### config.mk
export PLATFORM = sky130hd
export DESIGN_NAME = mlsd_code_buffer_flat
export DESIGN_NICKNAME = d
export VERILOG_FILES = /design/src/rtl/mlsd_code_buffer_if.sv /design/src/rtl/mlsd_code_buffer.sv /design/src/flat_wrapper.sv
export SDC_FILE = /design/constraint.sdc
export NUM_CORES = 1
export LEC_CHECK = 0
export CAP_MARGIN = 20
export CORE_AREA = 2 2 256 258
export DETAILED_ROUTE_END_ITERATION = 12
export DIE_AREA = 0 0 258 260
export GPL_TIMING_DRIVEN = 1
export SYNTH_ARGS = -nofsm -noshare
export SYNTH_HDL_FRONTEND = slang
export SYNTH_SLANG_ARGS = --single-unit
### constraint.sdc
create_clock -name clk -period 1.6 [get_ports clk]
set_clock_uncertainty 0.1 [all_clocks]
set_input_delay 0.16 -clock clk [delete_from_list [all_inputs] [get_ports clk]]
set_output_delay 0.16 -clock clk [all_outputs]
set_load 0.01 [all_outputs]
### src/rtl/mlsd_code_buffer_if.sv
// Handshake/bus bundle for the MLSD code buffer: the incoming frame side plus the window outputs.
interface mlsd_code_buffer_if #(
   parameter int unsigned numChannels  = 16,
   parameter int unsigned codeBitwidth = 10,
   parameter int unsigned bufferDepth  = 3,
   parameter int unsigned tagWidth     = 8
);
   logic [numChannels-1:0][codeBitwidth-1:0]             in_codes;
   logic                                                 in_valid;
   logic                                                 flush;
   logic [numChannels*bufferDepth-1:0][codeBitwidth-1:0] flat_codes;
   logic                                                 flat_valid;
   logic [tagWidth-1:0]                                  frame_tag;

   modport master (
      output in_codes, in_valid, flush,
      input  flat_codes, flat_valid, frame_tag
   );

   modport slave (
      input  in_codes, in_valid, flush,
      output flat_codes, flat_valid, frame_tag
   );
endinterface

### src/rtl/mlsd_code_buffer.sv
// Sliding window of the last bufferDepth ADC frames feeding the MLSD decision stage.
// Slot 0 (lowest flat index) is the oldest frame; every output comes straight from a flop.
module mlsd_code_buffer #(
   parameter int unsigned numChannels  = 16,
   parameter int unsigned codeBitwidth = 10,
   parameter int unsigned bufferDepth  = 3,
   parameter int unsigned tagWidth     = 8
) (
   input logic                  clk,
   input logic                  rstb,
   mlsd_code_buffer_if.slave    bus
);
   localparam int unsigned CNT_W = $clog2(bufferDepth + 1);
   localparam int unsigned NC    = numChannels;
   localparam int unsigned NW    = numChannels * bufferDepth;
   localparam logic [CNT_W-1:0] FULL = CNT_W'(bufferDepth);

   logic [NW-1:0][codeBitwidth-1:0] win_q, win_d;
   logic [CNT_W-1:0]                fill_q, fill_d;
   logic                            valid_q, valid_d;
   logic [tagWidth-1:0]             tag_q, tag_d;

   // Next state: flush clears the window and fill state (tag kept), otherwise an accept shifts in a frame.
   always_comb begin
      win_d   = win_q;
      fill_d  = fill_q;
      valid_d = valid_q;
      tag_d   = tag_q;
      if (bus.flush) begin
         win_d   = '0;
         fill_d  = '0;
         valid_d = 1'b0;
      end else if (bus.in_valid) begin
         win_d[NW-NC-1:0]   = win_q[NW-1:NC];
         win_d[NW-1 -: NC]  = bus.in_codes;
         fill_d             = (fill_q == FULL) ? fill_q : fill_q + CNT_W'(1);
         valid_d            = (fill_d == FULL);
         tag_d              = tag_q + tagWidth'(1);
      end
   end

   // State registers with asynchronous active-low reset.
   always_ff @(posedge clk or negedge rstb) begin
      if (!rstb) begin
         win_q   <= '0;
         fill_q  <= '0;
         valid_q <= 1'b0;
         tag_q   <= '0;
      end else begin
         win_q   <= win_d;
         fill_q  <= fill_d;
         valid_q <= valid_d;
         tag_q   <= tag_d;
      end
   end

   assign bus.flat_codes = win_q;
   assign bus.flat_valid = valid_q;
   assign bus.frame_tag  = tag_q;
endmodule

### src/flat_wrapper.sv
// flat-port wrapper written by rule: the top's interface ports become plain ports
module mlsd_code_buffer_flat 
#(
   parameter int unsigned numChannels  = 16,
   parameter int unsigned codeBitwidth = 10,
   parameter int unsigned bufferDepth  = 3,
   parameter int unsigned tagWidth     = 8
)
  (clk, rstb, bus_in_codes, bus_in_valid, bus_flush, bus_flat_codes, bus_flat_valid, bus_frame_tag);
  mlsd_code_buffer_if #(.numChannels(numChannels), .codeBitwidth(codeBitwidth), .bufferDepth(bufferDepth), .tagWidth(tagWidth)) bus_i ();
  input logic clk;
  input logic rstb;
  input wire logic [$bits(bus_i.in_codes)-1:0] bus_in_codes;
  input wire logic [$bits(bus_i.in_valid)-1:0] bus_in_valid;
  input wire logic [$bits(bus_i.flush)-1:0] bus_flush;
  output wire logic [$bits(bus_i.flat_codes)-1:0] bus_flat_codes;
  output wire logic [$bits(bus_i.flat_valid)-1:0] bus_flat_valid;
  output wire logic [$bits(bus_i.frame_tag)-1:0] bus_frame_tag;
  assign bus_i.in_codes = bus_in_codes;
  assign bus_i.in_valid = bus_in_valid;
  assign bus_i.flush = bus_flush;
  assign bus_flat_codes = bus_i.flat_codes;
  assign bus_flat_valid = bus_i.flat_valid;
  assign bus_frame_tag = bus_i.frame_tag;
  mlsd_code_buffer #(.numChannels(numChannels), .codeBitwidth(codeBitwidth), .bufferDepth(bufferDepth), .tagWidth(tagWidth)) u_core (.clk(clk), .rstb(rstb), .bus(bus_i));
endmodule
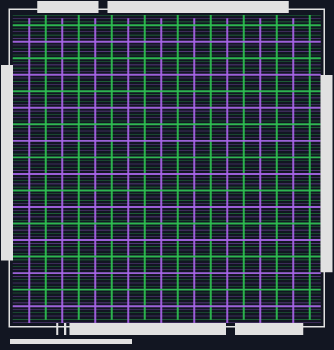
Fig. 1. Power grid (run 1).
Bar = 100 microns. Pins as bars on the die edge.
| color | net |
|---|---|
| green | VDD |
| purple | VSS |
rows: 93
met4 straps: 18
met5 straps: 18
signal pins: 653

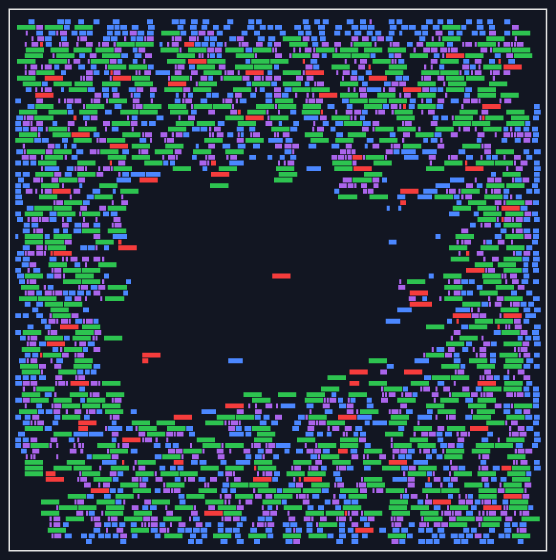
Fig. 2. Placed cells, one color a class (run 1).
| color | class | cells | share of their area |
|---|---|---|---|
| blue | other buffers and delay cells | 793 | 27% |
| green | flip-flops | 491 | 44% |
| red | clock drivers and dummy loads | 89 | 5.6% |
| purple | all other logic | 986 | 24% |

==> impl_table.tex, run 1 <==
% Table of physical implementation metrics
\begin{tabular}{lr}
\hline
Metric & Value \\
\hline
\multicolumn{2}{l}{\textbf{Finish}} \\
\quad Number of sequential storage elements & 491 \\
\quad Most common library cell in the layout ignoring fill and taps & sky130\_fd\_sc\_hd\_\_nor2\_1 \\
\quad Total of fill cells in the finished design & 5961 \\
\multicolumn{2}{l}{\textbf{Power and ir drop}} \\
\quad Share of power burned in registers & 47.0\% \\
\quad Leakage power figure & 16.0 nW \\
\quad Net load switching power & 7.15 mW \\
\multicolumn{2}{l}{\textbf{Floorplan}} \\
\quad Core region area & 64100 sq um \\
\quad Num ports & 653 \\
\quad Area of the die & 67100 sq um \\
\multicolumn{2}{l}{\textbf{Place}} \\
\quad Gpl congestion & 0.813 \\
\multicolumn{2}{l}{\textbf{STA}} \\
\quad Hold Vio Cnt, Final & 0 \\
\quad Worst Hold Slack & 0.0822 ns \\
\multicolumn{2}{l}{\textbf{Logic synthesis}} \\
\quad Cell type with the largest total area after synthesis & sky130\_fd\_sc\_hd\_\_dfrtp\_1 \\
\quad Proportion of synthesized area in mux cells & 24.0\% \\
\quad Syn Inst Count & 1585 \\
\quad Dominant Register Cell & sky130\_fd\_sc\_hd\_\_dfrtp\_1 \\
\multicolumn{2}{l}{\textbf{GRT}} \\
\quad Antenna violations before repair & 5 \\
\quad Overflow left after global routing & 0 \\
\multicolumn{2}{l}{\textbf{Run status}} \\
\quad Outcome & finished clean \\
\multicolumn{2}{l}{\textbf{Flow run}} \\
\quad OpenROAD warnings & 26 \\
\multicolumn{2}{l}{\textbf{Clock network}} \\
\quad Clock transition at path regs & 0.06 ns \\
\hline
\end{tabular}
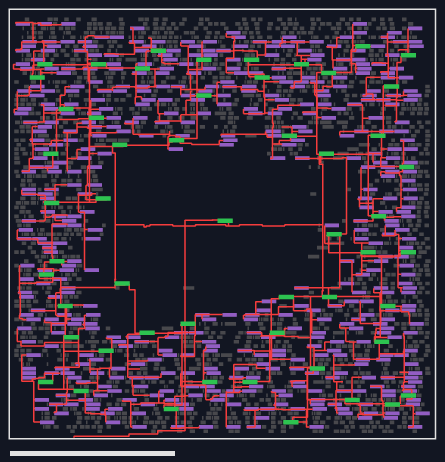
Fig. 3. Clock wires, drivers and flops (run 1).
Bar = 100 microns.
[red] clock wires | length: 6650 microns
[green] cells driving clock nets | count: 53
[purple] flip-flops | count: 491
routed clock nets: 54
flops lie: widely spread
clk pwr: 11.4 mW
proportion of power drawn by the clock network: 40.2%

run 1: synth_stat cells (2+ instances only):
cell type	instances
sky130_fd_sc_hd__nand4_1	4
sky130_fd_sc_hd__mux2i_1	481
sky130_fd_sc_hd__buf_6	7
sky130_fd_sc_hd__buf_4	2
sky130_fd_sc_hd__nand2_1	3
sky130_fd_sc_hd__buf_12	4
sky130_fd_sc_hd__nor2_1	484
sky130_fd_sc_hd__clkbuf_1	13
sky130_fd_sc_hd__dfrtp_1	491
sky130_fd_sc_hd__buf_1	8
sky130_fd_sc_hd__buf_2	33
sky130_fd_sc_hd__xnor2_1	6
sky130_fd_sc_hd__buf_8	41
run 1: per-layer routing:
metal  vias to the layer above  global-route usage (%)
met4                         2                    6.86
met3                        99                    4.43
li1                       6754                       -
met1                      7144                    21.9
met5                         -                       0
met2                       425                    29.6
Fig. 4: run 1, clock routing
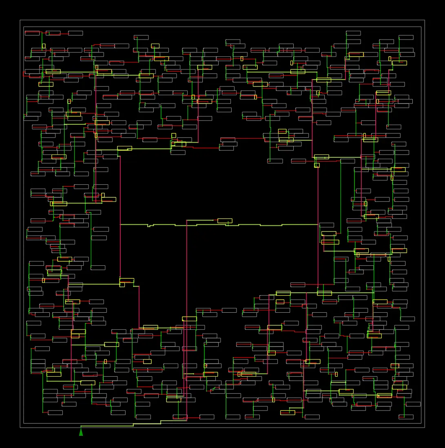

--- run 2 (diff from run 1) ---
- CORE_AREA: 2 2 256 258 -> default
- CORE_UTILIZATION: default -> 25
- DIE_AREA: 0 0 258 260 -> default
- SLEW_MARGIN: default -> 30
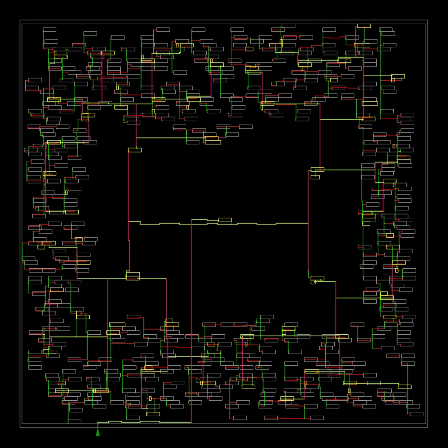
Fig. 5. Clock routing (run 2).
clk pwr: 12.7 mW
TritonCTS Sinks: 491
number of sequential storage elements: 491

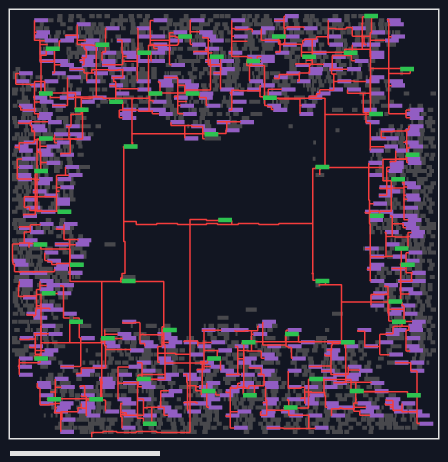
Fig. 6. Clock wires, drivers and flops (run 2).
Bar = 100 microns.
[red] clock wires | length: 6990 microns
[green] cells driving clock nets | count: 55
[purple] flip-flops | count: 491
flops lie: widely spread
routed clock nets: 56

==> run 2 against run 1 <==
Sequential share of layout area fell by 0.99 points. Synthesized cell count did not move. Wire length rose by 3.7%. Flip-flop count did not move. Combinational power rose by 3%.
==> impl_table.tex, run 2 <==
% Table of physical implementation metrics
\begin{tabular}{lr}
\hline
Metric & Value \\
\hline
\multicolumn{2}{l}{\textbf{Clock network}} \\
\quad Resized cells post-CTS & 849 \\
\quad Clock transition at path regs & 0.05 ns \\
\multicolumn{2}{l}{\textbf{Floorplan}} \\
\quad Core region area & 79300 sq um \\
\quad Area of the die & 81600 sq um \\
\quad Num ports & 653 \\
\quad Number of tap cells inserted & 1050 \\
\multicolumn{2}{l}{\textbf{STA}} \\
\quad Worst Hold Slack & 0.0495 ns \\
\quad Hold Vio Cnt, Final & 0 \\
\multicolumn{2}{l}{\textbf{Power and ir drop}} \\
\quad Share of power burned in registers & 44.8\% \\
\quad Leakage power figure & 15.6 nW \\
\quad Proportion of power drawn by the clock network & 42.6\% \\
\multicolumn{2}{l}{\textbf{Logic synthesis}} \\
\quad Cell type with the largest total area after synthesis & sky130\_fd\_sc\_hd\_\_dfrtp\_1 \\
\quad Syn Inst Count & 1585 \\
\quad Proportion of synthesized area in mux cells & 24.0\% \\
\quad Dominant Register Cell & sky130\_fd\_sc\_hd\_\_dfrtp\_1 \\
\quad Cell with the most instances after synthesis & sky130\_fd\_sc\_hd\_\_dfrtp\_1 \\
\multicolumn{2}{l}{\textbf{Finish}} \\
\quad Most common library cell in the layout ignoring fill and taps & sky130\_fd\_sc\_hd\_\_dfrtp\_1 \\
\quad Total of fill cells in the finished design & 7752 \\
\multicolumn{2}{l}{\textbf{GRT}} \\
\quad GRT met2 Usage & 25.7\% \\
\quad Busiest metal layer after global routing & met2 \\
\quad Antenna violations before repair & 7 \\
\quad Met3 Track Usage GR & 3.69\% \\
\quad Fraction of met1 tracks used by global routing & 18.1\% \\
\multicolumn{2}{l}{\textbf{Drt}} \\
\quad Vias per cell & 4.26 \\
\multicolumn{2}{l}{\textbf{Run status}} \\
\quad Outcome & finished clean \\
\multicolumn{2}{l}{\textbf{Place}} \\
\quad Gpl congestion & 0.831 \\
\multicolumn{2}{l}{\textbf{Flow run}} \\
\quad OpenROAD warnings & 28 \\
\hline
\end{tabular}
## run 2: cell types whose count changed in the layout (fill, tap and decap cells not counted), moves of 4 or more
cell / change
sky130_fd_sc_hd__clkbuf_2: +13
sky130_fd_sc_hd__clkbuf_8: +4
sky130_fd_sc_hd__dlygate4sd2_1: -188
sky130_fd_sc_hd__dfrtp_2: -4
sky130_fd_sc_hd__dfrtp_1: +4
sky130_fd_sc_hd__clkdlybuf4s15_2: +28
sky130_fd_sc_hd__buf_4: +42
sky130_fd_sc_hd__clkdlybuf4s15_1: +134
sky130_fd_sc_hd__buf_2: +13
sky130_fd_sc_hd__buf_12: -12
Power is estimated from default activity; no workload was simulated.
